$ cat config.mk
export PLATFORM = sky130hd
export DESIGN_NAME = servo_uart_rx
export DESIGN_NICKNAME = d
export VERILOG_FILES = /design/src/rtl/servo_uart_rx.sv
export SDC_FILE = /design/constraint.sdc
export NUM_CORES = 1
export LEC_CHECK = 0
export CAP_MARGIN = 25
export CORE_MARGIN = 2
export CORE_UTILIZATION = 40
export DETAILED_ROUTE_END_ITERATION = 8
export PLACE_DENSITY = 0.65
export SETUP_SLACK_MARGIN = 0.05
export SYNTH_ARGS = -nofsm -noshare
export SYNTH_HDL_FRONTEND = slang
export SYNTH_SLANG_ARGS = --single-unit
$ cat constraint.sdc
create_clock -name Clk_i -period 3.54 [get_ports Clk_i]
set_clock_uncertainty 0.1 [all_clocks]
set_input_delay 0.708 -clock Clk_i [delete_from_list [all_inputs] [get_ports Clk_i]]
set_output_delay 0.708 -clock Clk_i [all_outputs]
set_load 0.005 [all_outputs]
$ cat src/rtl/servo_uart_rx.sv
// 8N1 UART receiver for the servo PWM subsystem.
// Decodes ASCII '0'/'1'/'2' into the PWM angle select.
module servo_uart_rx #(
    parameter int CLKS_PER_BIT = 5208,
    parameter int CNT_WIDTH    = 13,
    parameter int SEL_WIDTH    = 2
) (
    input  logic                 Clk_i,
    input  logic                 Reset_i,
    input  logic                 Rx_i,
    output logic [7:0]           Data_o,
    output logic                 Valid_o,
    output logic                 Frame_err_o,
    output logic [SEL_WIDTH-1:0] Sel_o
);

    localparam logic [CNT_WIDTH-1:0] BIT_LAST  = CNT_WIDTH'(CLKS_PER_BIT - 1);
    localparam logic [CNT_WIDTH-1:0] HALF_LAST = CNT_WIDTH'(CLKS_PER_BIT / 2 - 1);
    localparam logic [CNT_WIDTH-1:0] CNT_ONE   = CNT_WIDTH'(1);

    localparam logic [SEL_WIDTH-1:0] SEL_0   = SEL_WIDTH'(0);
    localparam logic [SEL_WIDTH-1:0] SEL_90  = SEL_WIDTH'(1);
    localparam logic [SEL_WIDTH-1:0] SEL_180 = SEL_WIDTH'(2);

    if (CLKS_PER_BIT < 8) begin : g_bad_clks
        $error("servo_uart_rx: CLKS_PER_BIT must be >= 8");
    end
    if ((64'd1 << CNT_WIDTH) <= 64'(CLKS_PER_BIT)) begin : g_bad_cnt
        $error("servo_uart_rx: CNT_WIDTH too narrow for CLKS_PER_BIT");
    end
    if (SEL_WIDTH < 2) begin : g_bad_sel
        $error("servo_uart_rx: SEL_WIDTH must be >= 2");
    end

    typedef enum logic [2:0] {
        IDLE,
        START,
        DATA,
        STOP,
        WAIT_IDLE
    } state_t;

    state_t                 state;
    state_t                 state_n;
    logic                   rx_meta;
    logic                   rx_s;
    logic [CNT_WIDTH-1:0]   cnt;
    logic [CNT_WIDTH-1:0]   cnt_n;
    logic [2:0]             idx;
    logic [2:0]             idx_n;
    logic [7:0]             shreg;
    logic [7:0]             shreg_n;
    logic [7:0]             data_q;
    logic [7:0]             data_n;
    logic                   valid_q;
    logic                   valid_n;
    logic                   ferr_q;
    logic                   ferr_n;
    logic [SEL_WIDTH-1:0]   sel_q;
    logic [SEL_WIDTH-1:0]   sel_n;
    logic [SEL_WIDTH-1:0]   cmd_sel;

    // Rx_i is asynchronous; idle-high so both stages reset to 1
    always_ff @(posedge Clk_i or posedge Reset_i) begin
        if (Reset_i) begin
            rx_meta <= 1'b1;
            rx_s    <= 1'b1;
        end else begin
            rx_meta <= Rx_i;
            rx_s    <= rx_meta;
        end
    end

    always_ff @(posedge Clk_i or posedge Reset_i) begin
        if (Reset_i) begin
            state   <= IDLE;
            cnt     <= '0;
            idx     <= '0;
            shreg   <= '0;
            data_q  <= '0;
            valid_q <= 1'b0;
            ferr_q  <= 1'b0;
            sel_q   <= SEL_0;
        end else begin
            state   <= state_n;
            cnt     <= cnt_n;
            idx     <= idx_n;
            shreg   <= shreg_n;
            data_q  <= data_n;
            valid_q <= valid_n;
            ferr_q  <= ferr_n;
            sel_q   <= sel_n;
        end
    end

    // Unknown bytes (CR/LF etc.) keep the current angle
    always_comb begin
        cmd_sel = sel_q;
        case (shreg)
            8'h30:   cmd_sel = SEL_0;
            8'h31:   cmd_sel = SEL_90;
            8'h32:   cmd_sel = SEL_180;
            default: cmd_sel = sel_q;
        endcase
    end

    always_comb begin
        state_n = state;
        cnt_n   = cnt;
        idx_n   = idx;
        shreg_n = shreg;
        data_n  = data_q;
        valid_n = 1'b0;
        ferr_n  = 1'b0;
        sel_n   = sel_q;
        unique case (state)
            IDLE: begin
                if (!rx_s) begin
                    cnt_n   = '0;
                    state_n = START;
                end
            end
            START: begin
                if (cnt == HALF_LAST) begin
                    cnt_n   = '0;
                    idx_n   = '0;
                    state_n = rx_s ? IDLE : DATA;
                end else begin
                    cnt_n = cnt + CNT_ONE;
                end
            end
            DATA: begin
                if (cnt == BIT_LAST) begin
                    cnt_n   = '0;
                    shreg_n = {rx_s, shreg[7:1]};
                    if (idx == 3'd7) begin
                        state_n = STOP;
                    end else begin
                        idx_n = idx + 3'd1;
                    end
                end else begin
                    cnt_n = cnt + CNT_ONE;
                end
            end
            STOP: begin
                if (cnt == BIT_LAST) begin
                    cnt_n = '0;
                    if (rx_s) begin
                        data_n  = shreg;
                        valid_n = 1'b1;
                        sel_n   = cmd_sel;
                        state_n = IDLE;
                    end else begin
                        ferr_n  = 1'b1;
                        state_n = WAIT_IDLE;
                    end
                end else begin
                    cnt_n = cnt + CNT_ONE;
                end
            end
            // A held-low line (break) must not look like a new start bit
            WAIT_IDLE: begin
                if (rx_s) begin
                    state_n = IDLE;
                end
            end
            default: begin
                state_n = IDLE;
            end
        endcase
    end

    assign Data_o      = data_q;
    assign Valid_o     = valid_q;
    assign Frame_err_o = ferr_q;
    assign Sel_o       = sel_q;

endmodule

==> flow_metrics.py, run 1 <==
# Auto-generated metrics
metrics = {
    "finish": {
        "comb.multi_input.count": 125,
        "layout_top_cells": "dfrtp_1, a21oi_1, clkdlybuf4s50_1",
        "seq_cell_count": 41,
        "seq_area_mm2": 0.00103,
        "comb_area_share_pct": 39.3,
        "regMostFlops": "cnt",
        "syn2layout_area_growth_pct": 16.1,
        "clk_share_pct": 4.25,
        "nNonClkBuffers": 16,
        "logic_area_um2": 890,
        "sh_seq_area_pct": 45.4,
        "n_all_inverters": 3,
        "layout_top_cell": "dfrtp_1",
        "n_fill_cell": 437,
        "drive_gt1_share_pct": 16.6,
        "bufAreaShareNonClock_pct": 6.85,
        "design_area_mm2": 0.00226,
        "fin_nets": 198,
        "finalNonFillerCells": 260,
        "largest_register_ffs": 13,
    },
    "pwr": {
        "intPower_uw": 631,
        "clk-power_uw": 315,
        "power_density_mw_per_mm2": 353,
        "powerComb_uw": 12.9,
        "power_leader": "registers",
        "ir_drop_mv": 0.282,
        "fin_total_pwr_uw": 799,
        "p_clk_share_pct": 39.4,
        "powerSeq_uw": 472,
        "switchingPower_uw": 168,
        "p_sw_share_pct": 21.0,
        "p_comb_share_pct": 1.6,
        "seqPwrFrac_pct": 59.0,
    },
    "place": {
        "dp_cells": 251,
        "io_buffers": 14,
        "post-place-ws_ps": 793,
    },
    "global_route": {
        "grt_pass1_wl_um": 6100,
        "grt_use_met2_pct": 21.7,
        "grt_antenna_before_repair": 0,
        "met3_usage_pct": 4.94,
        "grt_max_degree": 42,
        "overflow": 0,
    },
    "yosys": {
        "synth_cell_types": 38,
        "ys_warn_count": 0,
        "mux_share_pct": 9.75,
        "adder_share_pct": 1.92,
        "compound_area_share_pct": 11.7,
        "avgSynthCellArea_um2": 11.3,
        "synth_area_mm2": 0.00195,
        "ys_top_logic_family": "simple AND/OR/NAND/NOR gates",
        "yosys.area_share.simple_pct": 22.2,
        "syn_nets": 178,
        "synthCells": 172,
        "yosysChipArea_mm2": 0.00195,
        "synth_seq_share_pct": 52.7,
    },
    "die": {
        "pin_count": 15,
        "dieArea_mm2": 0.00545,
        "core-area_mm2": 0.00472,
        "die_w_um": 73.8,
        "nWellTaps": 67,
        "die_y_um": 73.8,
    },
    "clock_network": {
        "clock-sinks": 41,
        "post_cts_buffers": 0,
        "cts_tree": "built",
        "hold_buffers": 0,
        "cts-htree-levels": 2,
        "clk_pin_slew_ps": 80,
        "cts_made_buffers": 5,
    },
    "job": {
        "cap_violations": 0,
        "warnings": 26,
    },
    "worst_setup_path": {
        "cp.arrival_ps": 2830,
        "end_kind": "register",
        "cp_top_family": "simple AND/OR/NAND/NOR gates",
        "worst-path-buf-inv": 0,
        "reg2reg_to": "Data_o[5]$_DFFE_PP0P_",
        "cpMaxStageDelayCell": "or4_4",
        "reg2reg_slack_ps": 790,
        "crit_cells": 5,
        "worstSetupEndpoint": "Data_o[5]$_DFFE_PP0P_",
        "critPathKind": "register to register",
        "critical-path-max-stage-delay_ps": 570,
        "worstSetupStartpoint": "cnt[0]$_DFFE_PP0P_",
        "worstPathMaxFanout": 13,
        "r2r_start": "cnt[0]$_DFFE_PP0P_",
        "crit_chain": "ha_1, or3b_4, or4_4, nor3_4, mux2_2",
    },
    "route": {
        "dr_wl_met3_um": 111,
        "antenna_left": 0,
        "first_pass_iters": 4,
        "via_per_inst": 5.32,
        "dr_wl_met2_um": 1740,
        "num_vias": 1383,
        "drc": 0,
        "wl_met1_um": 1800,
        "highest_layer": "met4",
    },
    "worst_hold_path": {
        "hp-class": "register to register",
        "min_delay_path_depth": 0,
        "hp-start": "rx_meta$_DFF_PP1_",
        "hold_end": "rx_s$_DFF_PP1_",
    },
    "run_status": {
        "status": "finished, final reports clean",
    },
    "final_timing": {
        "period_needed_ps": 2750,
        "max_slew.worst_pin.slew_ps": 602,
        "slew_headroom_pct": 59.5,
    },
}
run 1: cells in the mapped netlist, drive strengths merged:
master   count  area (um2)
a2bb2oi      1        26.3
nand4b       2        17.5
a32oi        1        8.76
dfstp        2        52.6
nor2b        2        12.5
nor2        11        41.3
a21oi       14        70.1
a31oi        3        18.8
and3         1        6.26
ha           3        37.5
or3          6        37.5
nand3        8        40.0
inv          3        11.3
nand4        1        6.26
nor4         6        58.8
or4          1        11.3
o21ai        7        35.0
nor3         7        57.6
o22ai        1        6.26
or2          1        6.26
nand2b       5        31.3
buf          3        21.3
or3b         3        28.8
nor4bb       1        10.0
mux2i        1        10.0
dfrtp       39         976
nand2       12        45.0
a21o         5        37.5
a22o         3        26.3
nor3b        3        22.5
mux2        16         180
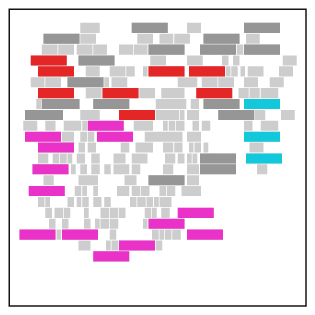
run_1/ff_map.png
Scale: 4 px per um. Other sequential cells in the stronger gray, the rest of the logic in the fainter gray.
netlist name	color	sequential cells
idx	cyan	3
cnt	magenta	13
shreg	red	8

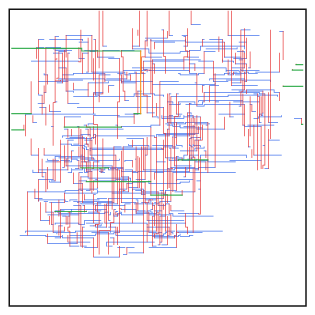
run_1/layers.png
Scale: 4 px per um.
layer	color	wire length
M2	red	1740 um
M4	orange	15.6 um
M3	green	112 um
M1	blue	1800 um

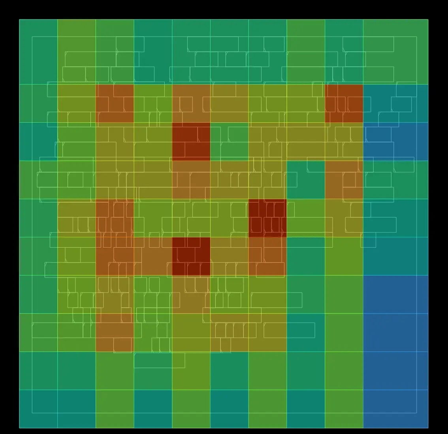
run_1/congestion_map.png
GRT busiest layer: met2
GRT met1 Usage: 20.5%
Final Util: 47.9%
routed len/inst: 14.1 um
Total GRT Usage: 14.8%

==> run 1 -> run 2 <==
--- a/config.mk
+++ b/config.mk
@@ -9,7 +9,7 @@
 export CORE_MARGIN = 2
 export CORE_UTILIZATION = 40
 export DETAILED_ROUTE_END_ITERATION = 8
-export PLACE_DENSITY = 0.65
+export PLACE_DENSITY = 0.67
 export SETUP_SLACK_MARGIN = 0.05
 export SYNTH_ARGS = -nofsm -noshare
 export SYNTH_HDL_FRONTEND = slang
==> constraint.sdc (replaced) <==
create_clock -name Clk_i -period 2.28 [get_ports Clk_i]
set_clock_uncertainty 0.1 [all_clocks]
set_input_delay 0.456 -clock Clk_i [delete_from_list [all_inputs] [get_ports Clk_i]]
set_output_delay 0.456 -clock Clk_i [all_outputs]
set_load 0.005 [all_outputs]
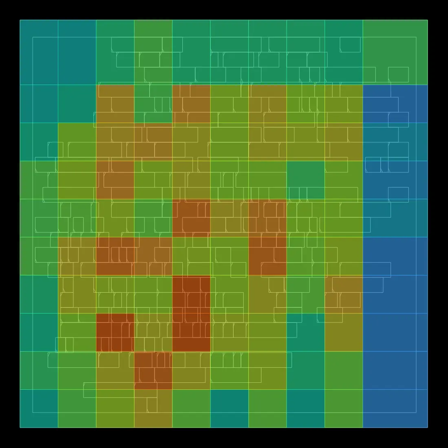
run_2/congestion_map.png
Total GRT Usage: 16.4%
GRT met1 Usage: 24.0%
routed len/inst: 13.6 um

==> flow_metrics.py, run 2 <==
# Auto-generated metrics
metrics = {
    "yosys": {
        "synth_cell_types": 38,
        "synthTopCellsByArea": "dfrtp_1, mux2_2, a21oi_1, mux2_1, dfstp_2",
        "yosysTopAreaCell": "dfrtp_1",
        "adder_share_pct": 1.92,
        "top_area_share_pct": 50.0,
        "ys_cells": 172,
        "most_common_cell": "dfrtp_1",
        "mux_share_pct": 9.75,
        "synth_area_mm2": 0.00195,
        "syn_nets": 178,
        "edf_count": 0,
        "compound_area_share_pct": 11.7,
        "synth_top_flop_cell": "dfrtp_1",
        "async_flop_share_pct": 100,
        "avgSynthCellArea_um2": 11.3,
        "synthCells": 172,
        "ys_warn_count": 0,
        "top_cells_by_count": "dfrtp_1, a21oi_1, nand2_1",
        "ys_top_logic_family": "simple AND/OR/NAND/NOR gates",
        "synth_seq_share_pct": 52.7,
        "yosys.area_share.simple_pct": 22.2,
        "yosysChipArea_mm2": 0.00195,
    },
    "pwr": {
        "fin_total_pwr_uw": 1250,
        "power_leader": "registers",
        "power_density_mw_per_mm2": 483,
        "clk-power_uw": 494,
        "switchingPower_uw": 265,
        "p_sw_share_pct": 21.3,
        "powerSeq_uw": 732,
        "powerComb_uw": 20.0,
        "p_clk_share_pct": 39.6,
        "p_comb_share_pct": 1.6,
        "intPower_uw": 981,
        "seqPwrFrac_pct": 58.8,
        "ir_drop_mv": 0.360,
    },
    "finish": {
        "regMostFlops": "cnt",
        "layout_top_cell": "dfrtp_1",
        "design_area_mm2": 0.00258,
        "utilization_pct": 54.6,
        "largest_register_ffs": 13,
        "drive_gt1_share_pct": 32.9,
        "syn2layout_area_growth_pct": 32.1,
        "n_antenna_cell": 0,
        "layout_top_cells": "dfrtp_1, buf_4, mux2_4, clkdlybuf4s50_1",
        "finalNonFillerCells": 283,
        "fin_nets": 221,
    },
    "worst_setup_path": {
        "crit_chain": "ha_2, or3b_4, or4_4, nor3_4, buf_12, mux2_2",
        "worst-path-buf-inv": 1,
        "reg2reg_to": "Data_o[6]$_DFFE_PP0P_",
        "cp_top_family": "simple AND/OR/NAND/NOR gates",
        "crit_cells": 6,
        "worstSetupStartpoint": "cnt[0]$_DFFE_PP0P_",
        "end_kind": "register",
        "worstSetupEndpoint": "Data_o[6]$_DFFE_PP0P_",
        "critPathKind": "register to register",
        "critical-path-max-stage-delay_ps": 500,
        "critPathRequiredTime_ps": 2360,
        "reg2reg_slack_ps": -20,
        "r2r_start": "cnt[0]$_DFFE_PP0P_",
        "cp.arrival_ps": 2380,
        "cpMaxStageDelayCell": "or4_4",
        "worstPathMaxFanout": 10,
    },
    "global_route": {
        "grt_pass1_wl_um": 6720,
        "grt_antenna_before_repair": 0,
        "first_global_vias": 1410,
        "grt_max_degree": 42,
        "overflow": 0,
    },
    "die": {
        "dieArea_mm2": 0.00545,
        "core-area_mm2": 0.00472,
        "pin_count": 15,
        "die_w_um": 73.8,
        "die_y_um": 73.8,
    },
    "clock_network": {
        "post_cts_buffers": 2,
        "cts_tree": "built",
        "cts-htree-levels": 2,
        "clk_pin_slew_ps": 80,
        "hold_buffers": 0,
        "cts_made_buffers": 5,
        "cts_root_buf": "clkbuf_8",
        "clock-sinks": 41,
    },
    "final_timing": {
        "slew_headroom_pct": 66.2,
        "finalCritPeriodShare_pct": 101,
        "slew_viol_final": 0,
        "rsz0062_at_grt": "yes",
        "max_slew.worst_pin.slew_ps": 507,
        "period_needed_ps": 2300,
        "holdWs_ps": 259,
        "worst_slack_ps": -22.1,
        "setup_violations": 2,
    },
    "worst_hold_path": {
        "hold_end": "rx_s$_DFF_PP1_",
        "hp-start": "rx_meta$_DFF_PP1_",
        "hp-class": "register to register",
        "min_delay_path_depth": 0,
    },
    "place": {
        "dp_cells": 273,
        "post-place-ws_ps": -21.2,
        "io_buffers": 14,
    },
    "route": {
        "drtIter0Drc": 85,
        "num_vias": 1460,
        "via_per_inst": 5.16,
        "antenna_left": 0,
        "drc": 0,
        "first_pass_iters": 4,
    },
    "run_status": {
        "violations": "setup timing",
        "status": "finished with violations",
    },
    "job": {
        "warnings": 29,
        "cap_violations": 0,
    },
}
[run 2: per-layer routing]
layer | vias to the layer above | GRT usage (%) | share of wire [%]
met5 | - | 0 | 0
met4 | 0 | 6.67 | 1.8
met3 | 6 | 3.70 | 2.4
met2 | 17 | 23.2 | 46
met1 | 715 | 24.0 | 49
li1 | 722 | - | -
[run 2: kinds of logic (layout without fill, tap and decap cells)]
logic type,count (synthesis),in the layout
and+or+nand+nor,70,70
DFF,41,41
AOI/OAI and AO/OA,35,35
muxes,17,17
buffers and inverters,6,50
adders and majority gates,3,3
[run 2: final cells by class]
cell class                      count  area, um2
Clock buffer                        7       86.3
Clock inverter                      1       7.51
Fill cell                         398       2150
Inverter                            3       11.3
Multi-Input combinational cell    125        996
Sequential cell                    41       1030
Tap cell                           67       83.8
Timing Repair Buffer               39        364
Power is estimated from default activity; no workload was simulated.
